--- src/rtl/rtc_access_sched_pkg.sv ---
// Shared constants and types for the PCF8563 access scheduler.
// Register map, transfer lengths, FSM state and grant encodings, read-data masking.
package rtc_pkg;

  localparam logic [7:0] REG_TIME = 8'h02;
  localparam logic [7:0] REG_DATE = 8'h05;
  localparam logic [2:0] LEN_TIME = 3'd3;
  localparam logic [2:0] LEN_DATE = 3'd4;
  localparam logic [2:0] LEN_READ = 3'd7;

  typedef enum logic [1:0] {S_IDLE, S_ISSUE, S_WAIT, S_DONE} state_t;
  typedef enum logic [1:0] {G_TIME, G_DATE, G_READ} grant_t;

  // Strips VL (sec[7]) and unused hour/min bits; result is {hour,min,sec}.
  function automatic logic [23:0] mask_time(input logic [55:0] rd);
    return {rd[23:16] & 8'h3F, rd[15:8] & 8'h7F, rd[7:0] & 8'h7F};
  endfunction

  // Strips century (month[7]) and unused bits; result is {year,month,weekday,day}.
  function automatic logic [31:0] mask_date(input logic [55:0] rd);
    return {rd[55:48], rd[47:40] & 8'h1F, rd[39:32] & 8'h07, rd[31:24] & 8'h3F};
  endfunction

endpackage

--- src/rtl/rtc_access_sched_if.sv ---
// Command/response link between the scheduler (master) and the I2C transaction engine (slave).
// One command in flight; cmd_valid/cmd_ready handshake, rsp_done is a single-cycle completion pulse.
interface rtc_access_sched_if;

  logic        cmd_valid;
  logic        cmd_ready;
  logic        cmd_wr;
  logic [7:0]  cmd_addr;
  logic [2:0]  cmd_len;
  logic [31:0] cmd_wdata;
  logic        rsp_done;
  logic        rsp_err;
  logic [55:0] rsp_rdata;

  modport master (
    output cmd_valid, cmd_wr, cmd_addr, cmd_len, cmd_wdata,
    input  cmd_ready, rsp_done, rsp_err, rsp_rdata
  );

  modport slave (
    input  cmd_valid, cmd_wr, cmd_addr, cmd_len, cmd_wdata,
    output cmd_ready, rsp_done, rsp_err, rsp_rdata
  );

endinterface

--- src/rtl/rtc_access_sched_poll_timer.sv ---
// Free-running 0..POLL_CYC-1 counter; tick is high for the single cycle the count sits at its top value.
// Latency: tick every POLL_CYC cycles after reset; no backpressure, ticks are never held.
module rtc_poll_timer #(
  parameter int CLK_FREQ = 50_000_000,
  parameter int POLL_MS  = 500
) (
  input  logic clk,
  input  logic rst,
  output logic tick
);

  localparam int POLL_CYC = CLK_FREQ / 1000 * POLL_MS;
  localparam int CW       = (POLL_CYC > 1) ? $clog2(POLL_CYC) : 1;

  logic [CW-1:0] cnt;

  assign tick = (cnt == CW'(POLL_CYC - 1));

  always_ff @(posedge clk) begin
    if (rst) begin
      cnt <= '0;
    end else if (tick) begin
      cnt <= '0;
    end else begin
      cnt <= cnt + CW'(1);
    end
  end

endmodule

--- src/rtl/rtc_access_sched.sv ---
// Arbitrates time-set, date-set and periodic reads onto one I2C engine; publishes decoded time/date.
// Command issued 1 cycle after the IDLE decision; fields held while cmd_ready is low; WAIT aborts after TIMEOUT_CYC.
module rtc_access_sched
  import rtc_pkg::*;
#(
  parameter int CLK_FREQ    = 50_000_000,
  parameter int POLL_MS     = 500,
  parameter int TIMEOUT_CYC = 2_000_000
) (
  input  logic               clk,
  input  logic               rst,
  input  logic               set_time,
  input  logic               set_date,
  input  logic [23:0]        time_2_set,
  input  logic [31:0]        date_2_set,
  output logic               set_done,
  rtc_access_sched_if.master eng,
  output logic [23:0]        cur_time,
  output logic [31:0]        cur_date,
  output logic               rd_valid,
  output logic               busy,
  output logic [7:0]         err_cnt
);

  localparam int TW = (TIMEOUT_CYC > 1) ? $clog2(TIMEOUT_CYC) : 1;

  state_t        state_q, state_d;
  grant_t        grant_q;
  logic          err_q;
  logic          rd_pend;
  logic          tick;
  logic          timeout;
  logic          cmd_valid;
  logic [TW-1:0] wait_cnt;
  logic          cmd_wr_q;
  logic [7:0]    cmd_addr_q;
  logic [2:0]    cmd_len_q;
  logic [31:0]   cmd_wdata_q;

  rtc_poll_timer #(
    .CLK_FREQ (CLK_FREQ),
    .POLL_MS  (POLL_MS)
  ) u_poll (
    .clk  (clk),
    .rst  (rst),
    .tick (tick)
  );

  assign timeout       = (wait_cnt == TW'(TIMEOUT_CYC - 1));
  assign eng.cmd_valid = cmd_valid;
  assign eng.cmd_wr    = cmd_wr_q;
  assign eng.cmd_addr  = cmd_addr_q;
  assign eng.cmd_len   = cmd_len_q;
  assign eng.cmd_wdata = cmd_wdata_q;

  always_comb begin
    state_d   = state_q;
    cmd_valid = 1'b0;
    busy      = 1'b1;
    set_done  = 1'b0;
    rd_valid  = 1'b0;
    case (state_q)
      S_IDLE: begin
        busy = 1'b0;
        if (set_time || set_date || rd_pend) state_d = S_ISSUE;
      end
      S_ISSUE: begin
        cmd_valid = 1'b1;
        if (eng.cmd_ready) state_d = S_WAIT;
      end
      S_WAIT: begin
        if (eng.rsp_done || timeout) state_d = S_DONE;
      end
      S_DONE: begin
        set_done = (grant_q != G_READ);
        rd_valid = (grant_q == G_READ) && !err_q;
        state_d  = S_IDLE;
      end
      default: state_d = S_IDLE;
    endcase
  end

  always_ff @(posedge clk) begin
    if (rst) begin
      state_q     <= S_IDLE;
      grant_q     <= G_TIME;
      err_q       <= 1'b0;
      rd_pend     <= 1'b0;
      wait_cnt    <= '0;
      cmd_wr_q    <= 1'b0;
      cmd_addr_q  <= '0;
      cmd_len_q   <= '0;
      cmd_wdata_q <= '0;
      cur_time    <= '0;
      cur_date    <= '0;
      err_cnt     <= '0;
    end else begin
      state_q <= state_d;
      // A fresh tick wins over the clear so a read completing on a tick still schedules the next one.
      rd_pend <= tick | (rd_pend & ~rd_valid);

      if (state_q == S_IDLE) begin
        if (set_time) begin
          grant_q     <= G_TIME;
          cmd_wr_q    <= 1'b1;
          cmd_addr_q  <= REG_TIME;
          cmd_len_q   <= LEN_TIME;
          cmd_wdata_q <= {8'h00, time_2_set};
        end else if (set_date) begin
          grant_q     <= G_DATE;
          cmd_wr_q    <= 1'b1;
          cmd_addr_q  <= REG_DATE;
          cmd_len_q   <= LEN_DATE;
          cmd_wdata_q <= date_2_set;
        end else if (rd_pend) begin
          grant_q     <= G_READ;
          cmd_wr_q    <= 1'b0;
          cmd_addr_q  <= REG_TIME;
          cmd_len_q   <= LEN_READ;
          cmd_wdata_q <= '0;
        end
      end

      if (state_q == S_WAIT) wait_cnt <= wait_cnt + TW'(1);
      else                   wait_cnt <= '0;

      // rsp_rdata is only valid alongside rsp_done, so capture it on the way into DONE.
      if (state_q == S_WAIT && state_d == S_DONE) begin
        err_q <= eng.rsp_done ? eng.rsp_err : 1'b1;
        if (grant_q == G_READ && eng.rsp_done && !eng.rsp_err) begin
          cur_time <= mask_time(eng.rsp_rdata);
          cur_date <= mask_date(eng.rsp_rdata);
        end
      end

      if (state_q == S_DONE && err_q && err_cnt != 8'hFF) err_cnt <= err_cnt + 8'd1;
    end
  end

endmodule
--- src/flat_wrapper.sv ---
// flat-port wrapper written by rule: the top's interface ports become plain ports
module rtc_access_sched_flat import rtc_pkg::*;
#(
  parameter int CLK_FREQ    = 50_000_000,
  parameter int POLL_MS     = 500,
  parameter int TIMEOUT_CYC = 2_000_000
)
  (clk, rst, set_time, set_date, time_2_set, date_2_set, set_done, cur_time, cur_date, rd_valid, busy, err_cnt, eng_cmd_valid, eng_cmd_wr, eng_cmd_addr, eng_cmd_len, eng_cmd_wdata, eng_cmd_ready, eng_rsp_done, eng_rsp_err, eng_rsp_rdata);
  rtc_access_sched_if eng_i ();
  input  logic clk;
  input  logic rst;
  input  logic set_time;
  input  logic set_date;
  input  logic [23:0] time_2_set;
  input  logic [31:0] date_2_set;
  output logic set_done;
  output logic [23:0] cur_time;
  output logic [31:0] cur_date;
  output logic rd_valid;
  output logic busy;
  output logic [7:0] err_cnt;
  output wire logic [$bits(eng_i.cmd_valid)-1:0] eng_cmd_valid;
  output wire logic [$bits(eng_i.cmd_wr)-1:0] eng_cmd_wr;
  output wire logic [$bits(eng_i.cmd_addr)-1:0] eng_cmd_addr;
  output wire logic [$bits(eng_i.cmd_len)-1:0] eng_cmd_len;
  output wire logic [$bits(eng_i.cmd_wdata)-1:0] eng_cmd_wdata;
  input wire logic [$bits(eng_i.cmd_ready)-1:0] eng_cmd_ready;
  input wire logic [$bits(eng_i.rsp_done)-1:0] eng_rsp_done;
  input wire logic [$bits(eng_i.rsp_err)-1:0] eng_rsp_err;
  input wire logic [$bits(eng_i.rsp_rdata)-1:0] eng_rsp_rdata;
  assign eng_cmd_valid = eng_i.cmd_valid;
  assign eng_cmd_wr = eng_i.cmd_wr;
  assign eng_cmd_addr = eng_i.cmd_addr;
  assign eng_cmd_len = eng_i.cmd_len;
  assign eng_cmd_wdata = eng_i.cmd_wdata;
  assign eng_i.cmd_ready = eng_cmd_ready;
  assign eng_i.rsp_done = eng_rsp_done;
  assign eng_i.rsp_err = eng_rsp_err;
  assign eng_i.rsp_rdata = eng_rsp_rdata;
  rtc_access_sched #(.CLK_FREQ(CLK_FREQ), .POLL_MS(POLL_MS), .TIMEOUT_CYC(TIMEOUT_CYC)) u_core (.clk(clk), .rst(rst), .set_time(set_time), .set_date(set_date), .time_2_set(time_2_set), .date_2_set(date_2_set), .set_done(set_done), .eng(eng_i), .cur_time(cur_time), .cur_date(cur_date), .rd_valid(rd_valid), .busy(busy), .err_cnt(err_cnt));
endmodule
--- config.mk ---
export PLATFORM = sky130hd
export DESIGN_NAME = rtc_access_sched_flat
export DESIGN_NICKNAME = d
export VERILOG_FILES = /design/src/rtl/rtc_access_sched_pkg.sv /design/src/rtl/rtc_access_sched_if.sv /design/src/rtl/rtc_access_sched_poll_timer.sv /design/src/rtl/rtc_access_sched.sv /design/src/flat_wrapper.sv
export SDC_FILE = /design/constraint.sdc
export NUM_CORES = 1
export LEC_CHECK = 0
export ABC_AREA = 0
export CAP_MARGIN = 10
export CELL_PAD_IN_SITES_DETAIL_PLACEMENT = 0
export CELL_PAD_IN_SITES_GLOBAL_PLACEMENT = 1
export CORE_UTILIZATION = 28
export CTS_BUF_LIST = sky130_fd_sc_hd__clkbuf_4 sky130_fd_sc_hd__clkbuf_8 sky130_fd_sc_hd__clkbuf_16
export CTS_CLUSTER_DIAMETER = 80
export DETAILED_ROUTE_END_ITERATION = 7
export PLACE_DENSITY_LB_ADDON = 0.1
export SLEW_MARGIN = 20
export SYNTH_ARGS = -nofsm -noshare
export SYNTH_HDL_FRONTEND = slang
export SYNTH_SLANG_ARGS = --single-unit
export TNS_END_PERCENT = 1
--- constraint.sdc ---
create_clock -name clk -period 1.94 [get_ports clk]
set_input_delay 0.388 -clock clk [delete_from_list [all_inputs] [get_ports clk]]
set_output_delay 0.388 -clock clk [all_outputs]
set_load 0.02 [all_outputs]
==> impl_metrics.yaml <==
# yosys + openroad results
route:
  met2_wirelength_um: 8120
  maxUsedRoutingLayer: "met4"
  drt.antenna.violating_nets: 0
  firstDrtPassIters: 4
  detail_route.wirelength.met1_um: 7010
  met3WireLength_um: 1210
  via_per_inst: 4.71
  route.detailed.drc: 0
placed_design:
  placed_cell_area_sq_um: 8090
  placement.setup.worst_slack_ns: -0.000288
  dp.final_hpwl_um: 11700
  gp_congestion: 0.804
  post-place-cells: 1133
  port_buffer_count: 197
grt:
  antenna_found_initial: 0
  number_of_global_route_vias_before_repair: 5487
  grt_most_used_layer: "met2"
final_layout:
  fillers: 1911
  layout-drive-gt1-share_pct: 9.44
  final-seq-area_sq_um: 2740
  inverters: 6
  post-route-cell-area_sq_um: 8730
  clock_area_share_pct: 7.07
  multiInputGateArea_sq_um: 2710
  final.signal_buffer_count: 233
  area.growth.synth_to_final_pct: 52.6
  comb.multi_input.count: 492
  largest_register_ff_count: 32
  comb_share_pct: 31.0
  layout_top_cell_excl_fill_tap: "sky130_fd_sc_hd__clkdlybuf4s50_1"
  nNetsFinal: 1009
floorplanning:
  ioPinCount: 231
  placeableCoreArea_sq_um: 19700
  die.size.x_um: 145
yosys:
  synth-simple-area-share_pct: 25.7
  post_synthesis_mux_area_share_pct: 0.175
  synth_warnings: 0
  netlist.top_cell.by_instances: "sky130_fd_sc_hd__dfxtp_1"
  xor_xnor_share_of_the_synthesized_area_pct: 4.75
  synth.top_cells.by_area: "sky130_fd_sc_hd__dfxtp_1 48%, sky130_fd_sc_hd__nand2_1 7.4%, sky130_fd_sc_hd__a21oi_1 6.4%, sky130_fd_sc_hd__nor2_1 4.3%, sky130_fd_sc_hd__xor2_1 3.8%"
  fa_ha_area_share_pct: 0.656
  fraction_of_registers_with_async_set_or_reset_after_synthesis_pct: 0
  synth_sequential_area_ratio_pct: 48.0
  post_synth_edffs: 0
  ys_top_cells_by_count: "137 x sky130_fd_sc_hd__dfxtp_1, 112 x sky130_fd_sc_hd__nand2_1, 73 x sky130_fd_sc_hd__a21oi_1, 66 x sky130_fd_sc_hd__nor2_1, 43 x sky130_fd_sc_hd__clkbuf_1"
  top_area_cell: "sky130_fd_sc_hd__dfxtp_1"
worst_setup_path:
  startpoint_type: "register"
  regToRegSetupSlack_ns: 0.09
  worst_ep_arrival_time_ns: 1.49
  cp.buffers_inverters: 2
  critical-path-max-stage-delay_ns: 0.60
  cp_cell_sequence: "buf_4, clkdlybuf4s50_1"
  rr_worst_depth: 4
  timing.critical_path.max_delay_family: "buffers and inverters"
  crit_fanout: 5
clock_tree:
  cts_hold_buffers: 0
  clock.latency.late_pin_ns: 0.42
  tritoncts: "yes"
  cts.path.max_buffers: 2
  cts.repair.resized: 8
  cts_max_level: 4
  root_buffer: "sky130_fd_sc_hd__clkbuf_16"
timing:
  maxClockFrequency_mhz: 532
  finalMaxSlewViolations: 0
  finalSetupViolCount: 0
  grt_setup_unrepaired: "true"
  min_period_over_period_pct: 96.9
  finalHoldViolCount: 0
  post-route-worst-setup-slack_ns: 0.0599
  fin_setup_tns_ns: 0
pwr:
  clkPwrFrac_pct: 46.4
  p_comb_share_pct: 13.0
  p_seq_uw: 2960
  p_comb_uw: 949
  power_switching_share_pct: 25.5
  vdd_drop_max_mv: 0.609
  seq_power_share_pct: 40.6
  top_power_group: "clock"
  power-per-cell-area_nw_per_um2: 835
job:
  tool_warnings: 41
  max-cap-violations: 0
min_path:
  hold_path.startpoint: "rst"
  hold_depth: 4
status:
  status: "completed"
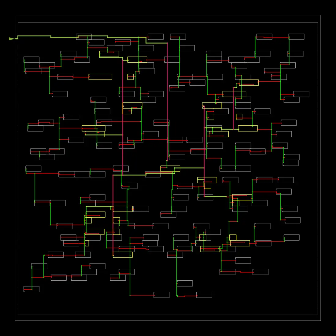
final_clocks.png
clock buffers created by TritonCTS: 17
tally of clock buffers in the finished layout: 17
power consumed by the clock network: 3380 uW
number of clock sinks seen by CTS: 137
FFs & Latches: 137

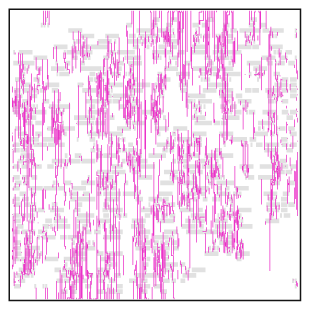
met2.png
Scale: 2 px per um. Cells faint in the background.
The wires run mostly vertical. The layer carries 8120 um of wire. The longest straight run is 55.8 um. 819 nets have wire on it. The layer holds 49% of the routed length.

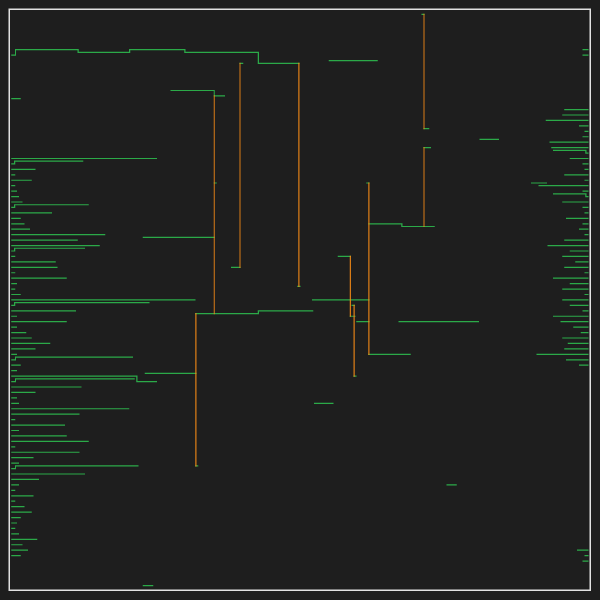
metal_stack.png
Scale: 4 px per um. Only two layers are drawn.
Green is met3, wire length 1210 um. Orange is met4, wire length 323 um.
Via Count: 5486
overall fraction of global-route tracks in use: 16.4%
Final Routed Wirelength: 16700 um
post-detailed-route wirelength per cell: 14.3 um

No activity file was given, so power comes from the tool's default toggle rates.
